**src/rtl/pe_array_sequencer_pkg.sv**
```systemverilog
// Shared types for the PE-array command sequencer: FSM state encoding and the
// latched job descriptor.
package pe_types;

    // Default widths of the filter RAM read address and the per-job counters.
    // The job descriptor below is sized by these values.
    localparam int SEQ_ADDR_WIDTH  = 9;
    localparam int SEQ_COUNT_WIDTH = 16;

    typedef enum logic [1:0] {
        IDLE   = 2'd0,
        STREAM = 2'd1,
        SEND   = 2'd2,
        FIN    = 2'd3
    } seq_state_e;

    typedef struct packed {
        logic [SEQ_ADDR_WIDTH-1:0]  base_addr;
        logic [SEQ_COUNT_WIDTH-1:0] num_addr;
        logic [SEQ_COUNT_WIDTH-1:0] num_groups;
    } seq_job_t;

endpackage

```
**src/rtl/pe_array_sequencer.sv**
```systemverilog
// Compute-side command sequencer for the PE array. Accepts one job descriptor
// (base address, K feature beats per group, G groups), streams K feature beats
// per group with filter read addresses base..base+K-1 (mod 2^ADDR_WIDTH),
// then emits SEND_BEATS send_output beats per group, and pulses done at the end.
// All PE-side controls are registered: they appear one cycle after the
// handshake or state that causes them.
// The descriptor is held in a pe_types::seq_job_t, so ADDR_WIDTH and
// COUNT_WIDTH are expected to match the package widths.
module pe_array_sequencer
    import pe_types::*;
#(
    parameter int ADDR_WIDTH  = SEQ_ADDR_WIDTH,
    parameter int COUNT_WIDTH = SEQ_COUNT_WIDTH,
    parameter int SEND_BEATS  = 4
) (
    input  logic                   clock,
    input  logic                   resetn,
    input  logic                   cfg_valid,
    output logic                   cfg_ready,
    input  logic [ADDR_WIDTH-1:0]  cfg_base_addr,
    input  logic [COUNT_WIDTH-1:0] cfg_num_addr,
    input  logic [COUNT_WIDTH-1:0] cfg_num_groups,
    input  logic                   feat_valid,
    output logic                   feat_ready,
    output logic                   pe_ivalid,
    output logic                   pe_feature_valid,
    output logic [ADDR_WIDTH-1:0]  pe_filter_read_addr,
    output logic                   pe_flush_accumulator,
    output logic                   pe_send_output,
    output logic                   busy,
    output logic                   done
);

    localparam int SEND_W = (SEND_BEATS > 1) ? $clog2(SEND_BEATS) : 1;

    seq_state_e             r_state, w_state_nxt;
    seq_job_t               r_job, w_job_nxt;
    logic [COUNT_WIDTH-1:0] r_beat, w_beat_nxt;
    logic [COUNT_WIDTH-1:0] r_group, w_group_nxt;
    logic [SEND_W-1:0]      r_send, w_send_nxt;

    logic                   r_ivalid, w_ivalid_nxt;
    logic                   r_fvalid, w_fvalid_nxt;
    logic [ADDR_WIDTH-1:0]  r_addr, w_addr_nxt;
    logic                   r_flush, w_flush_nxt;
    logic                   r_sendo, w_sendo_nxt;
    logic                   r_done, w_done_nxt;

    logic [ADDR_WIDTH-1:0]  w_base;
    logic [COUNT_WIDTH-1:0] w_num_addr;
    logic [COUNT_WIDTH-1:0] w_num_groups;
    logic [ADDR_WIDTH-1:0]  w_beat_addr;
    logic                   w_last_beat;
    logic                   w_last_group;
    logic                   w_last_send;
    logic                   w_empty_job;

    // Address is base + beat index; the cast folds the counter into the
    // address width so the sum wraps modulo 2^ADDR_WIDTH.
    assign w_base       = ADDR_WIDTH'(r_job.base_addr);
    assign w_num_addr   = COUNT_WIDTH'(r_job.num_addr);
    assign w_num_groups = COUNT_WIDTH'(r_job.num_groups);
    assign w_beat_addr  = w_base + ADDR_WIDTH'(r_beat);
    assign w_last_beat  = (r_beat == w_num_addr - COUNT_WIDTH'(1));
    assign w_last_group = (r_group == w_num_groups - COUNT_WIDTH'(1));
    assign w_last_send  = (r_send == SEND_W'(SEND_BEATS - 1));
    assign w_empty_job  = (cfg_num_addr == '0) || (cfg_num_groups == '0);

    assign cfg_ready            = (r_state == IDLE);
    assign feat_ready           = (r_state == STREAM);
    assign busy                 = (r_state != IDLE);
    assign pe_ivalid            = r_ivalid;
    assign pe_feature_valid     = r_fvalid;
    assign pe_filter_read_addr  = r_addr;
    assign pe_flush_accumulator = r_flush;
    assign pe_send_output       = r_sendo;
    assign done                 = r_done;

    // Next-state, counter and PE-control decode; controls default to idle and
    // the read address holds so only pe_ivalid qualifies the bus.
    always_comb begin
        w_state_nxt  = r_state;
        w_job_nxt    = r_job;
        w_beat_nxt   = r_beat;
        w_group_nxt  = r_group;
        w_send_nxt   = r_send;
        w_ivalid_nxt = 1'b0;
        w_fvalid_nxt = 1'b0;
        w_addr_nxt   = r_addr;
        w_flush_nxt  = 1'b0;
        w_sendo_nxt  = 1'b0;
        w_done_nxt   = 1'b0;
        case (r_state)
            IDLE: begin
                if (cfg_valid) begin
                    w_job_nxt.base_addr  = SEQ_ADDR_WIDTH'(cfg_base_addr);
                    w_job_nxt.num_addr   = SEQ_COUNT_WIDTH'(cfg_num_addr);
                    w_job_nxt.num_groups = SEQ_COUNT_WIDTH'(cfg_num_groups);
                    w_beat_nxt           = '0;
                    w_group_nxt          = '0;
                    w_send_nxt           = '0;
                    w_state_nxt          = w_empty_job ? FIN : STREAM;
                end
            end
            STREAM: begin
                if (feat_valid) begin
                    w_ivalid_nxt = 1'b1;
                    w_fvalid_nxt = 1'b1;
                    w_addr_nxt   = w_beat_addr;
                    w_flush_nxt  = (r_beat == '0);
                    if (w_last_beat) begin
                        w_beat_nxt  = '0;
                        w_send_nxt  = '0;
                        w_state_nxt = SEND;
                    end else begin
                        w_beat_nxt = r_beat + COUNT_WIDTH'(1);
                    end
                end
            end
            SEND: begin
                w_ivalid_nxt = 1'b1;
                w_sendo_nxt  = 1'b1;
                if (w_last_send) begin
                    w_send_nxt  = '0;
                    w_group_nxt = r_group + COUNT_WIDTH'(1);
                    w_state_nxt = w_last_group ? FIN : STREAM;
                end else begin
                    w_send_nxt = r_send + SEND_W'(1);
                end
            end
            FIN: begin
                w_done_nxt  = 1'b1;
                w_state_nxt = IDLE;
            end
            default: begin
                w_state_nxt = IDLE;
            end
        endcase
    end

    // State, counters and registered PE controls; async reset discards the job.
    always_ff @(posedge clock or negedge resetn) begin
        if (!resetn) begin
            r_state  <= IDLE;
            r_job    <= '0;
            r_beat   <= '0;
            r_group  <= '0;
            r_send   <= '0;
            r_ivalid <= 1'b0;
            r_fvalid <= 1'b0;
            r_addr   <= '0;
            r_flush  <= 1'b0;
            r_sendo  <= 1'b0;
            r_done   <= 1'b0;
        end else begin
            r_state  <= w_state_nxt;
            r_job    <= w_job_nxt;
            r_beat   <= w_beat_nxt;
            r_group  <= w_group_nxt;
            r_send   <= w_send_nxt;
            r_ivalid <= w_ivalid_nxt;
            r_fvalid <= w_fvalid_nxt;
            r_addr   <= w_addr_nxt;
            r_flush  <= w_flush_nxt;
            r_sendo  <= w_sendo_nxt;
            r_done   <= w_done_nxt;
        end
    end

endmodule

```
**config.mk**
```make
export PLATFORM = sky130hd
export DESIGN_NAME = pe_array_sequencer
export DESIGN_NICKNAME = d
export VERILOG_FILES = /design/src/rtl/pe_array_sequencer_pkg.sv /design/src/rtl/pe_array_sequencer.sv
export SDC_FILE = /design/constraint.sdc
export NUM_CORES = 1
export LEC_CHECK = 0
export ABC_AREA = 0
export CAP_MARGIN = 20
export CORE_MARGIN = 2
export CORE_UTILIZATION = 47
export CTS_CLUSTER_SIZE = 16
export DETAILED_ROUTE_END_ITERATION = 7
export PLACE_DENSITY = 0.8
export SYNTH_ARGS = -nofsm -noshare
export SYNTH_HDL_FRONTEND = slang
export SYNTH_SLANG_ARGS = --single-unit
```
**constraint.sdc**
```tcl
create_clock -name clock -period 8.2 [get_ports clock]
set_clock_uncertainty 0.05 [all_clocks]
set_input_delay 1.64 -clock clock [delete_from_list [all_inputs] [get_ports clock]]
set_output_delay 1.64 -clock clock [all_outputs]
set_load 0.01 [all_outputs]
```
Figure 1. Met2 routing.
The bar under the picture is 20 µm long.
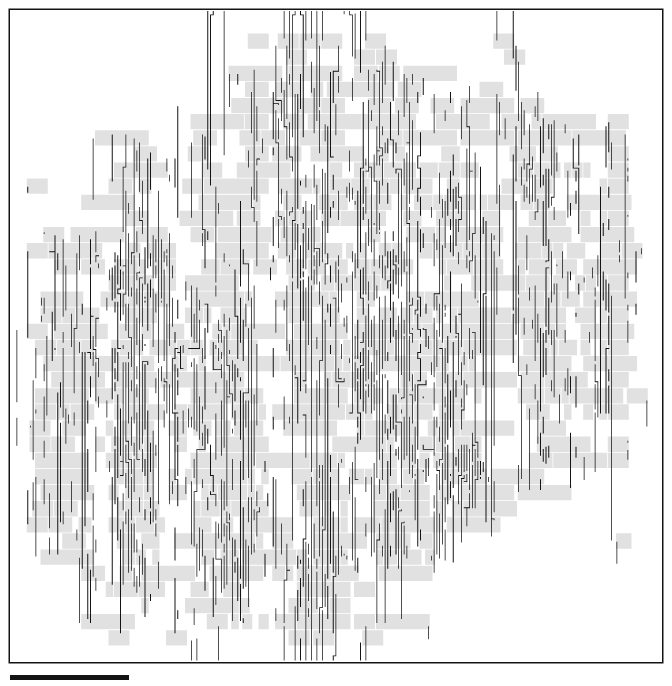
559 nets have wire on it. The longest straight run is 51.0 µm. The wires run mostly vertical.

Figure 2. Cells by drive strength.
The bar under the picture is 20 µm long.
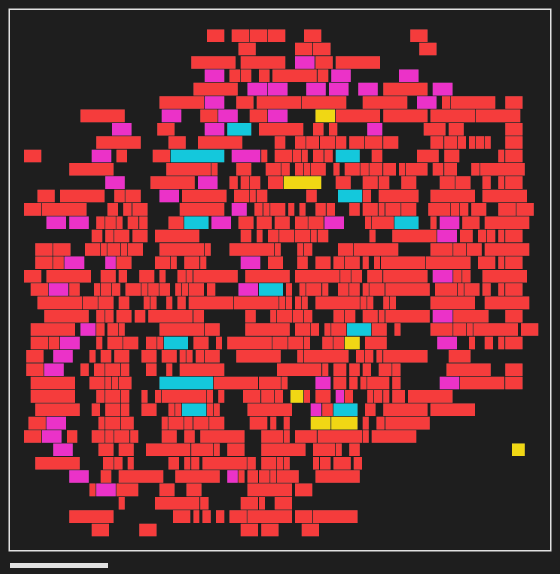
Key: _2 cells = magenta [cells 52]; _3 and _4 cells = yellow [cells 7]; _6 and larger = cyan [cells 12]; _0 and _1 cells = red [cells 518]

==> results.toml <==
# generated from flow reports
[timing]
slew_viol_final = 0
slew_headroom = 0.335
setup_viol = 0

[cells_and_area]
drive_above_1_share = 0.121
final_layout_top_logic_cells = "dfrtp_1, clkdlybuf4s50_1, nor2_1"
area_growth_pct = 18.0
stdcell_area_um2 = 6230
flop_area_um2 = 2280
lay_top_count = "dfrtp_1"

[logic_synthesis]
synth_area_per_cell_um2 = 10.0
largest_area_cell = "dfrtp_1"
fp_nets = 591

[clock_network]
hold_buffers = 0
post_cts_resized = 0
root_buffer = "clkbuf_8"

[placed_design]
io_buffers = 61
dp_hpwl_mm = 8.76

[floorplan]
core-area_um2 = 10900
rows = 38
die_y_um = 110

[run_status]
status = "completed"

[min_path]
whs_path_depth = 2
hold_path_class = "flip-flop to flip-flop"
worst_hold_path.endpoint = "pe_filter_read_addr[4]"
min_from = "pe_filter_read_addr[4]"

[drt]
drt-initial-drc-count = 247
drcViolationCount = 0
vias = 4117

[worst_setup_path]
end_kind = "flip-flop"
cp_max_fo = 7

[flow_run]
maxCapViolCount = 0

[global_routing]
grt_pass1_wl_mm = 20.0
antenna_found_initial = 0
grt_use_total = 0.213

[power_and_ir_drop]
peakVddDrop_uv = 153
switchingPower_uw = 737
finalPower_mw = 1.94
[area by class of cell]
| cell class | instances | share of cell area |
|---|---|---|
| multi-input cells | 394 | 0.457 |
| flip-flops and latches | 91 | 0.366 |
| repair buffers | 62 | 0.0989 |
| well taps | 140 | 0.0281 |
| clock buffers | 12 | 0.0233 |
| inverters | 26 | 0.0157 |
| clock inverters | 4 | 0.0119 |
[through the flow]
step / hold WS (ns) / utilization / instances
6_report: 0.437 / 0.572 / 729
4_1_cts: 0.441 / 0.572 / 729
2_1_floorplan: 0.416 / - / 527
5_1_grt: 0.463 / 0.572 / 729
3_3_place_gp: 0.411 / 0.552 / 713
3_5_place_dp: 0.420 / 0.552 / 713
[synth_stat cells (3+ instances only)]
master / count
and3_1: 8
buf_1: 4
o21ai_0: 25
xnor2_1: 40
dfrtp_1: 91
xor2_1: 31
mux2_2: 42
nor2_1: 51
a21o_1: 3
clkbuf_1: 11
nand4_1: 15
nand3_1: 17
or3_1: 4
mux2i_1: 3
a21oi_1: 11
o21bai_1: 4
ha_1: 18
nor3_1: 13
nand2b_1: 4
inv_1: 26
a31oi_1: 6
nor4_1: 19
o22ai_1: 3
nand2_1: 31
nor2b_1: 5
[routing by layer]
metal / global-route usage / share of wire / up-vias
met2: 0.380 / 0.52 / 125
met3: 0.0285 / 0.050 / 16
met4: 0.0660 / 0.015 / 0
li1: - / - / 1984
met1: 0.266 / 0.42 / 1992
met5: 0 / 0 / -
[critical path, stage by stage]
cell	delay, ns
clkdlybuf4s50_1	0.51
nor2b_1	0.06
nor3_1	0.55
and4_1	0.33
nand3_1	0.19
nor2_1	0.21
nand3_1	0.11
xor2_1	0.13
nor2_1	0.05
[power by group through the flow]
| stage | logic (mW) | registers (mW) | clock network, mW |
|---|---|---|---|
| after detailed placement | 0.843 | 0.767 | 0 |
| after CTS | 0.852 | 0.758 | 0.346 |
| final | 0.848 | 0.759 | 0.339 |
| after global routing | 0.946 | 0.783 | 0.366 |
| after global placement | 0.812 | 0.756 | 0 |
| after floorplan | 0.617 | 0.732 | 0 |
[registers in the layout (all words and copies together), names as in the netlist, 2 cells and up]
signal / cells
r_beat: 16
w_base: 9
r_send: 2
r_state: 2
w_num_addr: 16
r_group: 16
pe_filter_read_addr: 9
w_num_groups: 16
[how the worst max path moves through the flow]
stage	slack [ns]	end	cells after the start
2_1_floorplan	5.06	r_group[9]	8
3_3_place_gp	4.27	r_group[12]	4
3_5_place_dp	4.17	r_group[11]	4
4_1_cts	4.56	r_group[7]	4
5_1_grt	4.27	r_beat[8]	10
6_report	4.57	r_group[15]	9
[logic make-up (layout without fill, tap and decap cells)]
logic type	Yosys count	count (layout)	synth area share
buffers and inverters	42	104	0.0301
multiplexers	46	46	0.0982
adder cells (fa/ha/maj)	19	19	0.0465
XOR/XNOR	72	72	0.122
flip-flops	91	91	0.432
AND/OR/NAND/NOR	185	185	0.183
AND-OR/OR-AND	72	72	0.0885
